**Run 1: the clock network**

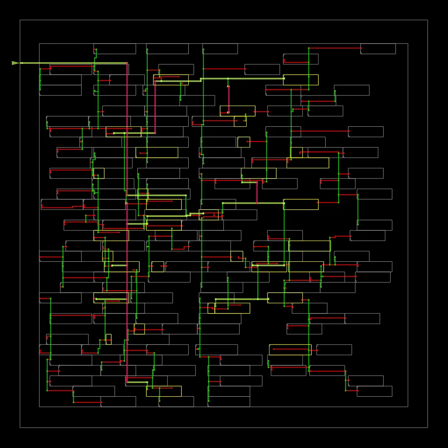
**Run 1: signal wires on met2**

Scale: 4 px per um.
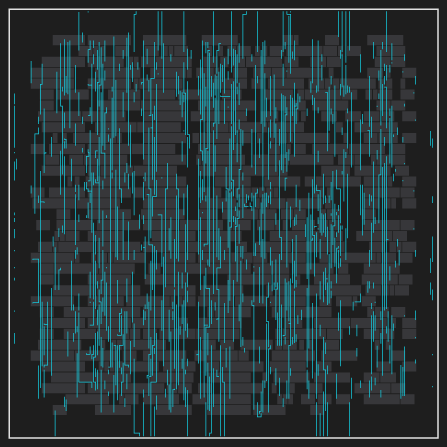
**Run 1: clock wires, drivers and flops**

Scale: 4 px per um.
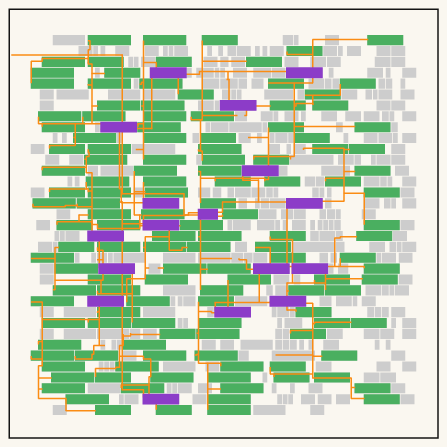
**Run 1: cells coloured by class**

Scale: 4 px per um. Fill, decap, tap and diode cells in grey.
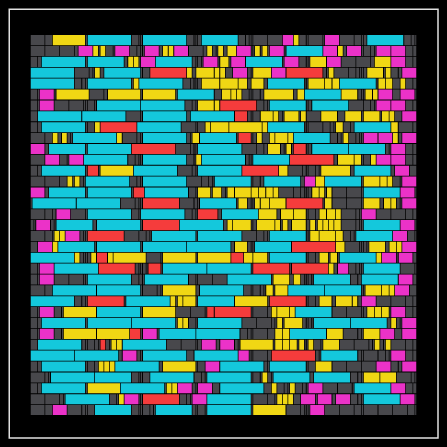
<file path="src/rtl/tinyalu_pkg.sv">
// rtl/tinyalu_pkg.sv - ALU op encodings, sequencer states and command/response records
// Purpose: shared types for the TinyALU command sequencer.
//   operation_t  : 3-bit ALU operation codes driven on alu_op / reported on rsp_op
//   ST_*         : sequencer FSM state codes
//   cmd_t        : 19-bit queued command {op, a, b}
//   rsp_t        : registered response payload {result, op, timeout}
//   decode_op()  : folds undefined op codes onto NO_OP
package tinyalu_pkg;

  typedef enum logic [2:0] {
    NO_OP  = 3'b000,
    ADD_OP = 3'b001,
    AND_OP = 3'b010,
    XOR_OP = 3'b011,
    MUL_OP = 3'b100,
    RST_OP = 3'b111
  } operation_t;

  localparam logic [2:0] ST_IDLE    = 3'd0;
  localparam logic [2:0] ST_ISSUE   = 3'd1;
  localparam logic [2:0] ST_NOP     = 3'd2;
  localparam logic [2:0] ST_ALU_RST = 3'd3;
  localparam logic [2:0] ST_RESP    = 3'd4;

  localparam int CMD_W = 19;

  typedef struct packed {
    logic [2:0] op;
    logic [7:0] a;
    logic [7:0] b;
  } cmd_t;

  typedef struct packed {
    logic [15:0] result;
    logic [2:0]  op;
    logic        timeout;
  } rsp_t;

  // 101 and 110 have no ALU meaning; they are executed and reported as NO_OP.
  function automatic logic [2:0] decode_op(input logic [2:0] raw);
    case (raw)
      ADD_OP, AND_OP, XOR_OP, MUL_OP, RST_OP: return raw;
      default:                                return NO_OP;
    endcase
  endfunction

endpackage

</file>
<file path="src/rtl/alu_cmd_fifo.sv">
// rtl/alu_cmd_fifo.sv - in-order command FIFO feeding the sequencer
// Purpose: DEPTH-entry (power of two) first-word-fall-through queue.
// Ports:
//   clk, rst        : clock, asynchronous active-high reset (empties the queue)
//   push, push_data : write strobe and data (ignored when full)
//   pop, head       : read strobe and current head entry (ignored when empty)
//   full, empty     : occupancy flags
module alu_cmd_fifo #(
  parameter int DEPTH = 4,
  parameter int WIDTH = 19
) (
  input  logic             clk,
  input  logic             rst,
  input  logic             push,
  input  logic [WIDTH-1:0] push_data,
  input  logic             pop,
  output logic [WIDTH-1:0] head,
  output logic             full,
  output logic             empty
);

  localparam int AW = $clog2(DEPTH);

  logic [WIDTH-1:0] mem [DEPTH];
  logic [AW-1:0]    wr_ptr;
  logic [AW-1:0]    rd_ptr;
  logic [AW:0]      count;
  logic             do_push;
  logic             do_pop;

  assign full    = (count == (AW+1)'(DEPTH));
  assign empty   = (count == '0);
  assign head    = mem[rd_ptr];
  assign do_push = push && !full;
  assign do_pop  = pop && !empty;

  // Pointers wrap naturally because DEPTH is a power of two.
  always_ff @(posedge clk or posedge rst) begin
    if (rst) begin
      wr_ptr <= '0;
      rd_ptr <= '0;
      count  <= '0;
    end else begin
      if (do_push) wr_ptr <= wr_ptr + 1'b1;
      if (do_pop)  rd_ptr <= rd_ptr + 1'b1;
      case ({do_push, do_pop})
        2'b10:   count <= count + 1'b1;
        2'b01:   count <= count - 1'b1;
        default: count <= count;
      endcase
    end
  end

  // Storage needs no reset: entries are only read once count covers them.
  always_ff @(posedge clk) begin
    if (do_push) mem[wr_ptr] <= push_data;
  end

endmodule

</file>
<file path="src/rtl/alu_op_sequencer.sv">
// rtl/alu_op_sequencer.sv - queues ALU commands and sequences them onto the TinyALU pins
// Purpose: buffers commands, issues each to the ALU with a start/done handshake and
//   timeout, and returns one registered response per command.
// Ports:
//   clk, reset                          : clock, asynchronous active-high reset
//   cmd_valid/cmd_ready, cmd_a/b/op     : command input handshake and payload
//   alu_start, alu_op, alu_a, alu_b     : ALU pin drive
//   alu_reset_n                         : active-low ALU reset
//   alu_done, alu_result                : ALU completion and result
//   rsp_valid/rsp_ready                 : response handshake
//   rsp_result, rsp_op, rsp_timeout     : response payload
module alu_op_sequencer #(
  parameter int FIFO_DEPTH = 4,
  parameter int TIMEOUT    = 8
) (
  input  logic        clk,
  input  logic        reset,
  input  logic        cmd_valid,
  output logic        cmd_ready,
  input  logic [7:0]  cmd_a,
  input  logic [7:0]  cmd_b,
  input  logic [2:0]  cmd_op,
  output logic        alu_start,
  output logic [2:0]  alu_op,
  output logic [7:0]  alu_a,
  output logic [7:0]  alu_b,
  output logic        alu_reset_n,
  input  logic        alu_done,
  input  logic [15:0] alu_result,
  output logic        rsp_valid,
  input  logic        rsp_ready,
  output logic [15:0] rsp_result,
  output logic [2:0]  rsp_op,
  output logic [0:0]  rsp_timeout
);
  import tinyalu_pkg::*;

  localparam int CW = $clog2(TIMEOUT + 1);

  logic [2:0]    state;
  logic [CW-1:0] cnt;
  logic          up;
  logic          fifo_full;
  logic          fifo_empty;
  logic          fifo_pop;
  cmd_t          push_cmd;
  cmd_t          head_cmd;
  logic [2:0]    head_op;
  rsp_t          rsp_q;

  assign push_cmd  = {cmd_op, cmd_a, cmd_b};
  // up holds cmd_ready low while reset is asserted and until the first edge after.
  assign cmd_ready = up && !fifo_full;
  assign fifo_pop  = (state == ST_IDLE) && !fifo_empty;
  assign head_op   = decode_op(head_cmd.op);

  assign rsp_result  = rsp_q.result;
  assign rsp_op      = rsp_q.op;
  assign rsp_timeout = rsp_q.timeout;

  alu_cmd_fifo #(
    .DEPTH (FIFO_DEPTH),
    .WIDTH (CMD_W)
  ) u_fifo (
    .clk       (clk),
    .rst       (reset),
    .push      (cmd_valid && cmd_ready),
    .push_data (push_cmd),
    .pop       (fifo_pop),
    .head      (head_cmd),
    .full      (fifo_full),
    .empty     (fifo_empty)
  );

  always_ff @(posedge clk or posedge reset) begin
    if (reset) begin
      state       <= ST_IDLE;
      cnt         <= '0;
      up          <= 1'b0;
      alu_start   <= 1'b0;
      alu_op      <= 3'b000;
      alu_a       <= 8'h00;
      alu_b       <= 8'h00;
      alu_reset_n <= 1'b0;
      rsp_valid   <= 1'b0;
      rsp_q       <= '0;
    end else begin
      up          <= 1'b1;
      alu_reset_n <= 1'b1;
      case (state)
        ST_IDLE: begin
          if (!fifo_empty) begin
            alu_op <= head_op;
            alu_a  <= head_cmd.a;
            alu_b  <= head_cmd.b;
            cnt    <= '0;
            case (head_op)
              NO_OP: begin
                state     <= ST_NOP;
                alu_start <= 1'b1;
              end
              RST_OP: begin
                state       <= ST_ALU_RST;
                alu_reset_n <= 1'b0;
              end
              default: begin
                state     <= ST_ISSUE;
                alu_start <= 1'b1;
              end
            endcase
          end
        end
        ST_ISSUE: begin
          // done is tested first so it wins over a simultaneous timeout.
          if (alu_done) begin
            alu_start <= 1'b0;
            rsp_q     <= {alu_result, alu_op, 1'b0};
            rsp_valid <= 1'b1;
            state     <= ST_RESP;
          end else if (cnt == CW'(TIMEOUT - 1)) begin
            alu_start <= 1'b0;
            rsp_q     <= {16'hFFFF, alu_op, 1'b1};
            rsp_valid <= 1'b1;
            state     <= ST_RESP;
          end else begin
            cnt <= cnt + 1'b1;
          end
        end
        ST_NOP: begin
          alu_start <= 1'b0;
          rsp_q     <= {16'h0000, alu_op, 1'b0};
          rsp_valid <= 1'b1;
          state     <= ST_RESP;
        end
        ST_ALU_RST: begin
          // Entry edge plus one counted edge gives two cycles of alu_reset_n low.
          if (cnt == CW'(1)) begin
            rsp_q     <= {16'h0000, alu_op, 1'b0};
            rsp_valid <= 1'b1;
            state     <= ST_RESP;
          end else begin
            cnt         <= cnt + 1'b1;
            alu_reset_n <= 1'b0;
          end
        end
        ST_RESP: begin
          if (rsp_ready) begin
            rsp_valid <= 1'b0;
            state     <= ST_IDLE;
          end
        end
        default: state <= ST_IDLE;
      endcase
    end
  end

endmodule

</file>
<file path="config.mk">
export PLATFORM = sky130hd
export DESIGN_NAME = alu_op_sequencer
export DESIGN_NICKNAME = d
export VERILOG_FILES = /design/src/rtl/tinyalu_pkg.sv /design/src/rtl/alu_cmd_fifo.sv /design/src/rtl/alu_op_sequencer.sv
export SDC_FILE = /design/constraint.sdc
export NUM_CORES = 1
export LEC_CHECK = 0
export CORE_MARGIN = 5
export CORE_UTILIZATION = 58
export CTS_CLUSTER_SIZE = 16
export DETAILED_ROUTE_END_ITERATION = 8
export MAX_ROUTING_LAYER = met4
export PLACE_DENSITY_LB_ADDON = 0.05
export SETUP_SLACK_MARGIN = 0.4
export SYNTH_ARGS = -nofsm -noshare
export SYNTH_HDL_FRONTEND = slang
export SYNTH_SLANG_ARGS = --single-unit
</file>
<file path="constraint.sdc">
create_clock -name clk -period 7.6 [get_ports clk]
set_input_delay 1.14 -clock clk [delete_from_list [all_inputs] [get_ports clk]]
set_output_delay 1.14 -clock clk [all_outputs]
set_load 0.02 [all_outputs]
</file>
==> results.py, run 1 <==
# Synthesis and PnR figures
metrics = {
    "placed_design": {
        "numPortBuffers": 82,
        "post-place-ws_ps": 3730,
        "gp_congestion": 0.741,
        "placed_area_um2": 6310,
        "dp.cells": 543,
    },
    "clocking": {
        "ctsHtreeMaxLevel": 4,
        "root_buffer": "clkbuf_8",
        "cts_tree": "done",
        "clkLatencyLatePin_ps": 520,
        "cts_buffer_depth": 2,
        "ctsHoldBuffers": 0,
        "postCtsSetupBuffers": 0,
    },
    "logic_synthesis": {
        "syn_area_um2": 5440,
        "yosys_warnings": 0,
        "synth_chip_area_um2": 5440,
        "ys_types": 42,
        "synth_cells": 363,
        "synth_seq_share_pct": 68.2,
        "synth.logic.top_family": "multiplexers",
        "synthAoiAreaFrac_pct": 4.76,
        "ys_sh_simple_pct": 6.54,
        "adder_share_pct": 1.98,
        "synth_nets": 411,
        "syn-mean-instance-area_um2": 15.0,
        "ys_sh_xor_pct": 1.29,
        "muxShareOfSynthArea_pct": 12.8,
    },
    "die": {
        "dieArea_um2": 11400,
        "die_x_um": 107,
        "io_pins": 83,
        "num_rows": 35,
        "die_y_um": 107,
        "fp_util_pct": 59.1,
    },
    "critical_path": {
        "critical_path_buf_inv_count": 1,
        "critPathSlowestCell": "clkdlybuf4s50_1",
        "ff2ff_path_depth": 10,
        "cp-startpoint": "alu_done",
        "path_max_fanout": 21,
        "crit_type": "primary input to register",
        "crit_chain": "clkdlybuf4s50_1, o21ai_0, a211oi_4, mux2_2",
        "r2r_setup_slack_ps": 4730,
        "reg2reg_from": "state[0]",
        "cp.required_ps": 7990,
        "cp-start-kind": "primary input",
        "cp-endpoint": "rsp_result[9]",
        "crit_family": "AND-OR/OR-AND gates",
    },
    "detailed_routing": {
        "vias": 3130,
        "drtPass1Iterations": 4,
        "wl_per_cell_um": 18.1,
        "drtIter0Drc": 162,
        "vias_per_cell": 5.44,
        "drtAntennaViolNets": 0,
    },
    "layout": {
        "final_core_util_pct": 75.3,
        "final_layout_size_suffix_gt1_share_pct": 17.7,
        "area_growth_pct": 27.4,
        "fin_cells": 575,
        "stdcell_area_um2": 6930,
        "layout_top_cells": "82 x clkdlybuf4s50_1, 76 x edfxtp_1, 57 x dfrtp_1",
        "largest_reg_flops": 76,
        "fin_nets": 499,
    },
    "global_route": {
        "antenna_found_initial": 0,
        "grt-ovfl-total": 0,
        "grt_pass1_vias": 3377,
        "grt_max_degree": 58,
        "grt_pass1_wl_um": 16900,
    },
    "final_timing": {
        "fin_tns_setup_ps": 0,
        "fmax_ghz": 0.302,
        "fin_crit_sh_pct": 43.6,
        "slew_headroom_pct": 30.0,
        "hold_viol": 0,
        "rsz0062_at_grt": "false",
        "drv_slew": 0,
        "hold_slack_ps": 470,
        "skew_ps": 10.6,
        "tightest_slew_ps": 1050,
    },
    "worst_hold_path": {
        "hold_class": "register to register",
        "min_delay_worst_endpoint": "alu_b[4]",
        "whs_path_depth": 2,
    },
    "power": {
        "power_w": 0.00299,
    },
    "status": {
        "status": "finished clean",
    },
}
Back to the opening pictures, 'the clock network':
clock buffers: 18
clock-net power: 0.000841 W
CTS sink cnt: 133

Back to the opening pictures, 'signal wires on met2':
wire length on this layer: 5390 um
nets with wire on the layer: 427
main direction: vertical

Back to the opening pictures, 'clock wires, drivers and flops':
[flip-flops] green | count: 133
[clock drivers] purple | count: 17
[clock wires] orange | length: 1450 um
flops lie: spread over the die

Back to the opening pictures, 'cells coloured by class':
| class | colour | cells | share of their area |
|---|---|---|---|
| remaining buffers and delay cells | magenta | 86 | 13% |
| clock drivers and dummy loads | red | 32 | 9.1% |
| sequential cells | cyan | 133 | 55% |
| combinational and other logic | yellow | 213 | 24% |

==> run 1: cell usage after synthesis (all sizes together) <==
cell / n / area share, %
or2: 1 / 0.12
buf: 11 / 1.8
mux4: 19 / 7.9
a211oi: 2 / 0.46
mux2: 22 / 4.6
fa: 1 / 0.37
and3: 4 / 0.46
xor2: 3 / 0.48
a31o: 1 / 0.16
nand4bb: 1 / 0.21
dfrtp: 57 / 26
inv: 29 / 2.0
and4: 1 / 0.16
clkbuf: 6 / 0.41
nand2: 55 / 3.8
mux2i: 2 / 0.37
edfxtp: 76 / 42
xnor2: 5 / 0.81
nor3: 3 / 0.28
conb: 1 / 0.069
o21ai: 12 / 1.1
a31oi: 5 / 0.58
nor2: 10 / 0.69
a21oi: 16 / 1.5
clkinv: 1 / 0.092
and2: 1 / 0.12
o311a: 1 / 0.18
or3: 1 / 0.12
o31ai: 1 / 0.23
and3b: 1 / 0.16
nand3: 3 / 0.28
o311ai: 1 / 0.16
nor2b: 1 / 0.12
ha: 7 / 1.6
a2111o: 2 / 0.41
==> run 1: metal layers <==
metal / up-vias / share of wire (%) / GRT usage [%]
met4: 0 / 1.6 / 7.21
met5: - / 0 / -
met2: 94 / 52 / 34.5
met3: 17 / 4.6 / 6.20
li1: 1476 / - / -
met1: 1543 / 42 / 23.2
==> run 1: final cells by class <==
class                   instances  area [um2]
clock buffers                  18         418
multi-input cells             183        1500
flip-flops and latches        133        3710
clock inverters                14         199
repair buffers                 86         851
inverters                      30         114
fillers                       579        2270
well taps                     111         139
==> run 1: power by group <==
group	total, W	switching [W]	internal [W]
combinational	0.00106	0.000551	0.000511
clock	0.000841	0.000305	0.000536
sequential	0.00109	0.000126	0.000960
==> inputs of run 2 (changes only) <==
--- a/config.mk
+++ b/config.mk
@@ -6,7 +6,7 @@
 export NUM_CORES = 1
 export LEC_CHECK = 0
 export CORE_MARGIN = 5
-export CORE_UTILIZATION = 58
+export CORE_UTILIZATION = 54
 export CTS_CLUSTER_SIZE = 16
 export DETAILED_ROUTE_END_ITERATION = 8
 export MAX_ROUTING_LAYER = met4
==> constraint.sdc (replaced) <==
create_clock -name clk -period 3.2 [get_ports clk]
set_input_delay 0.48 -clock clk [delete_from_list [all_inputs] [get_ports clk]]
set_output_delay 0.48 -clock clk [all_outputs]
set_load 0.02 [all_outputs]
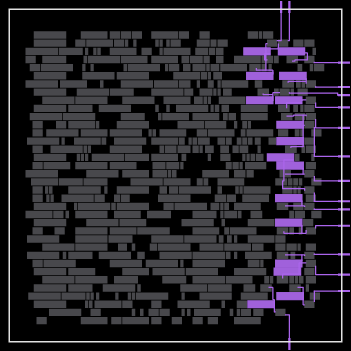
**Above:** run 2 (wires at chosen ports, followed through buffers).
Scale: 3 px per um.
| port | colour | bits | direction | end cells | wire |
|---|---|---|---|---|---|
| rsp_result | purple | 16 | output | 16 | 348 um |
Ports: 83
Port Buffers: 82

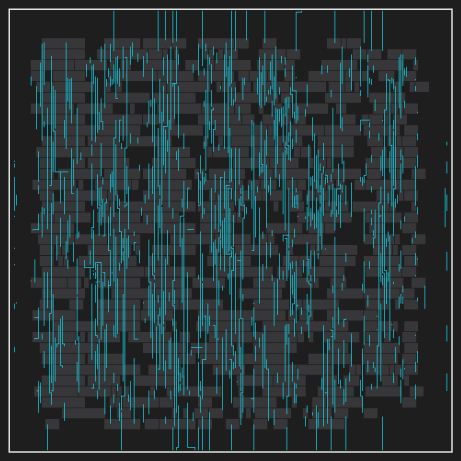
**Above:** run 2 (signal wires on met2).
Scale: 4 px per um.
nets with wire on the layer: 422
longest straight run: 44.2 um
main direction: vertical
share of all routed wire: 50%
wire length on this layer: 4970 um
total length of routed wires: 9910 um
grt met2 use: 28.8%
total number of vias: 3131

==> run 2 against run 1 <==
Effect of this change: register-to-register slack got worse by 3900 ps; core utilization decreased by 3.8 points; first-iteration DRC count increased by 5.6%; synthesized area unchanged; combinational power increased by 140%; clock skew decreased by 4.4 ps; clock power increased by 130%.
==> results.py, run 2 <==
# Synthesis and PnR figures
metrics = {
    "status": {
        "status": "finished clean",
    },
    "power": {
        "power_w": 0.00703,
    },
    "clocking": {
        "clkLatencyLatePin_ps": 520,
        "clock-sinks": 133,
        "ctsHtreeMaxLevel": 4,
        "cts_tree": "done",
        "cts_buffer_depth": 2,
        "root_buffer": "clkbuf_8",
        "ctsHoldBuffers": 0,
    },
    "layout": {
        "stdcell_area_um2": 6990,
        "area_growth_pct": 28.6,
        "largest_reg_flops": 76,
        "fin_nets": 508,
    },
    "logic_synthesis": {
        "yosys_warnings": 0,
        "synth_seq_share_pct": 68.2,
        "synth_nets": 411,
        "muxShareOfSynthArea_pct": 12.8,
        "ys_sh_simple_pct": 6.54,
        "syn_area_um2": 5440,
        "synthArstFlopShare_pct": 42.9,
        "ys_types": 42,
        "synthAoiAreaFrac_pct": 4.76,
        "ys_sh_xor_pct": 1.29,
    },
    "final_timing": {
        "slew_headroom_pct": 31.5,
        "drv_slew": 0,
        "rsz0062_at_grt": "false",
        "fmax_ghz": 0.405,
    },
    "detailed_routing": {
        "drtPass1Iterations": 4,
        "vias_per_cell": 5.17,
        "wl_per_cell_um": 16.3,
        "drtAntennaViolNets": 0,
    },
    "placed_design": {
        "gp_congestion": 0.726,
        "placed_area_um2": 6410,
    },
    "global_route": {
        "grt-ovfl-total": 0,
        "grt_pass1_vias": 3263,
    },
    "critical_path": {
        "cp-start-kind": "register",
        "crit_chain": "inv_1, a31oi_1, clkdlybuf4s50_1",
        "path_max_fanout": 6,
        "crit_type": "register to output port",
    },
    "worst_hold_path": {
        "hold_class": "primary input to async pin",
    },
    "die": {
        "die_x_um": 110,
        "die_y_um": 110,
    },
}
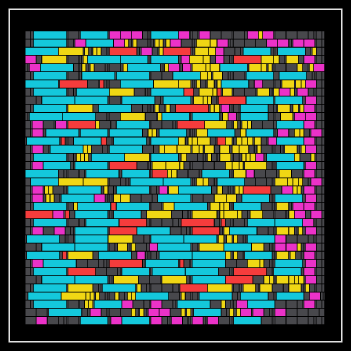
**Above:** run 2 (cells coloured by class).
Scale: 3 px per um. Fill, decap, tap and diode cells in grey.
| class | colour | cells | share of their area |
|---|---|---|---|
| sequential cells | cyan | 133 | 54% |
| remaining buffers and delay cells | magenta | 95 | 13% |
| clock drivers and dummy loads | red | 32 | 8.6% |
| combinational and other logic | yellow | 213 | 24% |
# rows: 36
core area: 9770 um2
post-layout util: 71.5%

[run 2: metal layers]
metal / global-route usage (%) / wire length [um] / vias to the layer above
met3: 5.94 / 665 / 9
met4: 7.48 / 99 / 0
met1: 22.3 / 4180 / 1538
li1: - / - / 1494
met2: 28.8 / 4960 / 90
met5: - / 0 / -
[run 2: critical path: cells and delay by family (launching register included)]
family,cells,cell delay (ps)
compound gates,1,360
buf+inv,2,760
flops,1,340
[run 2: area by class of cell]
cell class | count | area [um2]
flip-flops and latches | 133 | 3710
fillers | 669 | 2780
multi-input cells | 183 | 1500
repair buffers | 95 | 918
clock buffers | 21 | 429
well taps | 133 | 166
clock inverters | 11 | 158
inverters | 30 | 114
[run 2: where the power goes]
part	switching (W)	leakage, nW	total (W)	internal, W
registers	0.000266	1.37	0.00254	0.00228
logic	0.00132	1.11	0.00256	0.00124
clock network	0.000664	0.282	0.00192	0.00125
[run 2: metrics by stage]
step / setup WS (ps) / util [%] / std cells / hold slack, ps
floorplan: 701 / - / 363 / 464
global placement: 975 / 65.5 / 574 / 458
detailed placement: 918 / 65.5 / 574 / 462
CTS: 714 / 71.5 / 606 / 369
global route: 595 / 71.5 / 606 / 426
finish: 733 / 71.5 / 606 / 352
[run 2: final timing paths]
path	start	to	slack [ps]	cells past startpoint
max in group asynchronous	reset	rsp_result[2]	2190	3
min reg2reg	alu_b[1]	alu_b[1]	470	2
min	reset	u_fifo.wr_ptr[0]	350	2
max	u_fifo.count[1]	cmd_ready	730	3
max reg2reg	state[0]	u_fifo.count[2]	850	9
min in group clk	alu_b[1]	alu_b[1]	470	2
==> inputs of run 3 (changes only) <==
--- a/config.mk
+++ b/config.mk
@@ -6,7 +6,7 @@
 export NUM_CORES = 1
 export LEC_CHECK = 0
 export CORE_MARGIN = 5
-export CORE_UTILIZATION = 54
+export CORE_UTILIZATION = 48
 export CTS_CLUSTER_SIZE = 16
 export DETAILED_ROUTE_END_ITERATION = 8
 export MAX_ROUTING_LAYER = met4
==> constraint.sdc (replaced) <==
create_clock -name clk -period 2.04 [get_ports clk]
set_input_delay 0.306 -clock clk [delete_from_list [all_inputs] [get_ports clk]]
set_output_delay 0.306 -clock clk [all_outputs]
set_load 0.02 [all_outputs]
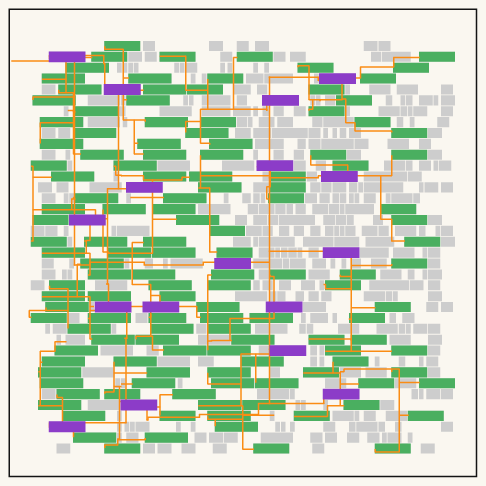
**Above:** run 3 (clock wires, drivers and flops).
Scale: 4 px per um.
[flip-flops] green | count: 133
[clock wires] orange | length: 1540 um
[clock drivers] purple | count: 17
flops lie: spread over the die
routed clock nets: 18
clock power share: 23.3%
clock-net power: 0.00270 W
clk_skew: 8.36 ps
worst skew pair latency: 410 ps

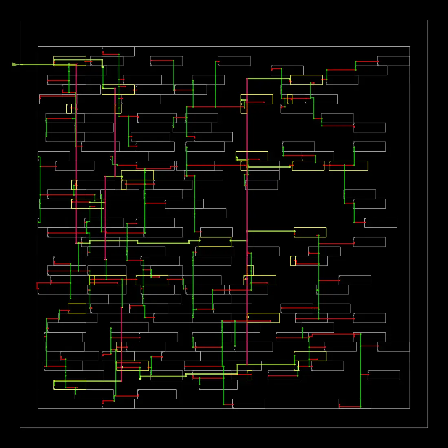
**Above:** run 3 (the clock network).
clock buffers: 26
Num CTS Buffers: 17
num sequential: 133

==> run 3 against run 2 <==
Effect of this change: the flow now finishes with violations (negative setup slack); sequential share of layout area shrank 3.6 points; die area grew 11%; critical path depth grew 6; final cell count grew 6.9%; sequential power grew 56%; setup slack lost 740 ps; combinational power grew 93%; via count grew 6.1%; final area grew 7.4%.
==> results.py, run 3 <==
# Synthesis and PnR figures
metrics = {
    "status": {
        "status": "finished, violations left",
        "violations": "negative setup slack",
    },
    "logic_synthesis": {
        "ys_sh_xor_pct": 1.29,
        "synth-edff-count": 76,
        "syn_area_um2": 5440,
        "synthArstFlopShare_pct": 42.9,
        "synthAoiAreaFrac_pct": 4.76,
        "synthFlopType": "edfxtp_1",
        "synth.logic.top_family": "multiplexers",
        "top_cells_by_area": "edfxtp_1 42%, dfrtp_1 26%, mux4_2 7.9%",
        "syn-mean-instance-area_um2": 15.0,
        "synth_cells": 363,
        "synth_top_area_share_pct": 42.0,
        "ys_sh_simple_pct": 6.54,
        "adder_share_pct": 1.98,
        "top_area_cell": "edfxtp_1",
    },
    "clocking": {
        "clock-sinks": 133,
        "cts_tree": "done",
        "root_buffer": "clkbuf_16",
        "cts_buffer_depth": 2,
        "ctsHtreeMaxLevel": 4,
        "ctsHoldBuffers": 0,
    },
    "layout": {
        "fin_nets": 543,
        "largest_reg_flops": 76,
        "final_layout_size_suffix_gt1_share_pct": 29.1,
        "area_growth_pct": 38.1,
    },
    "die": {
        "num_rows": 38,
        "fp_util_pct": 49.5,
        "dieArea_um2": 13600,
        "die_y_um": 116,
        "io_pins": 83,
        "die_x_um": 116,
    },
    "critical_path": {
        "critical_path_buf_inv_count": 2,
        "cp-startpoint": "state[0]",
        "cp-start-kind": "register",
        "ff2ff_path_depth": 9,
        "path_depth": 9,
        "path_max_fanout": 2,
        "critPathSlowestCell": "dfrtp_1",
    },
    "placed_design": {
        "placed_area_um2": 6670,
        "post-place-ws_ps": 11.0,
        "numPortBuffers": 82,
    },
    "final_timing": {
        "fin_tns_setup_ps": -3.88,
        "hold_slack_ps": 324,
        "setup_violations": 1,
        "rsz0062_at_grt": "true",
        "fmax_ghz": 0.489,
        "fin_ws_ps": -3.88,
        "fin_crit_sh_pct": 100,
    },
    "detailed_routing": {
        "drtAntennaViolNets": 0,
        "drtIter0Drc": 185,
        "drtPass1Iterations": 4,
        "vias_per_cell": 5.13,
    },
    "worst_hold_path": {
        "hold_class": "primary input to async pin",
    },
    "power": {
        "power_w": 0.0116,
        "pwr-share-comb_pct": 42.5,
        "pwr-share-seq_pct": 34.2,
    },
    "global_route": {
        "grt-ovfl-total": 0,
        "antenna_found_initial": 0,
        "grt_pass1_vias": 3526,
        "grt_max_degree": 58,
    },
}
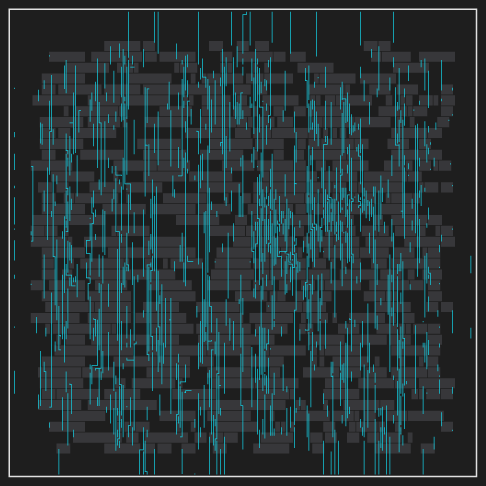
**Above:** run 3 (signal wires on met2).
Scale: 4 px per um.
wire length on this layer: 5360 um
main direction: vertical
longest straight run: 38.2 um
share of all routed wire: 49%
nets with wire on the layer: 459
total number of vias: 3322
grt met2 use: 28.4%
total length of routed wires: 10900 um

## run 3: cell count changes in the layout (fill, tap and decap cells not counted), sizes merged
cell,change
clkbuf,+5
inv,-1
bufinv,-3
clkdlybuf4s50,-43
clkinv,-1
buf,+36
dlygate4sd2,+42
## run 3: worst min path at each step
stage / endpoint / slack (ps)
after CTS: rsp_result[9] / 330
after floorplan: alu_a[0] / 390
final: rsp_result[12] / 320
after detailed placement: alu_b[0] / 460
after global routing: rsp_result[12] / 350
after global placement: alu_a[5] / 460
## run 3: repair_timing
action                                  CTS  global route
pin swaps                                 6             8
gates resized                            65            18
endpoints found under the setup margin   88            52
setup buffers                            19             7
gates cloned                              1             0
hold endpoints to repair                  0             0
## run 3: power groups by stage
stage / registers [W] / logic, W / clock network, W
finish: 0.00397 / 0.00493 / 0.00270
global route: 0.00405 / 0.00537 / 0.00290
global placement: 0.00398 / 0.00454 / 0
floorplan: 0.00443 / 0.00263 / 0
detailed placement: 0.00401 / 0.00462 / 0
CTS: 0.00395 / 0.00481 / 0.00277
## run 3: metal layers
| layer | vias to the layer above | GRT usage [%] | wire length, um |
|---|---|---|---|
| li1 | 1567 | - | - |
| met1 | 1644 | 22.2 | 4730 |
| met2 | 88 | 28.4 | 5360 |
| met3 | 23 | 5.28 | 605 |
| met4 | 0 | 8.35 | 233 |
| met5 | - | - | 0 |
## run 3: final cells by class
cell class,instances,area [um2]
Timing Repair Buffer,130,1260
Sequential cell,133,3710
Inverter,30,121
Clock buffer,26,469
Clock inverter,6,53.8
Multi-Input combinational cell,183,1720
Fill cell,805,3470
Tap cell,140,175
## run 3: tightest hold or removal path: stages
cell	delay [ps]
clkdlybuf4s50_1	440
clkinvlp_4	90
buf_12	280
Power is estimated from default activity; no workload was simulated.
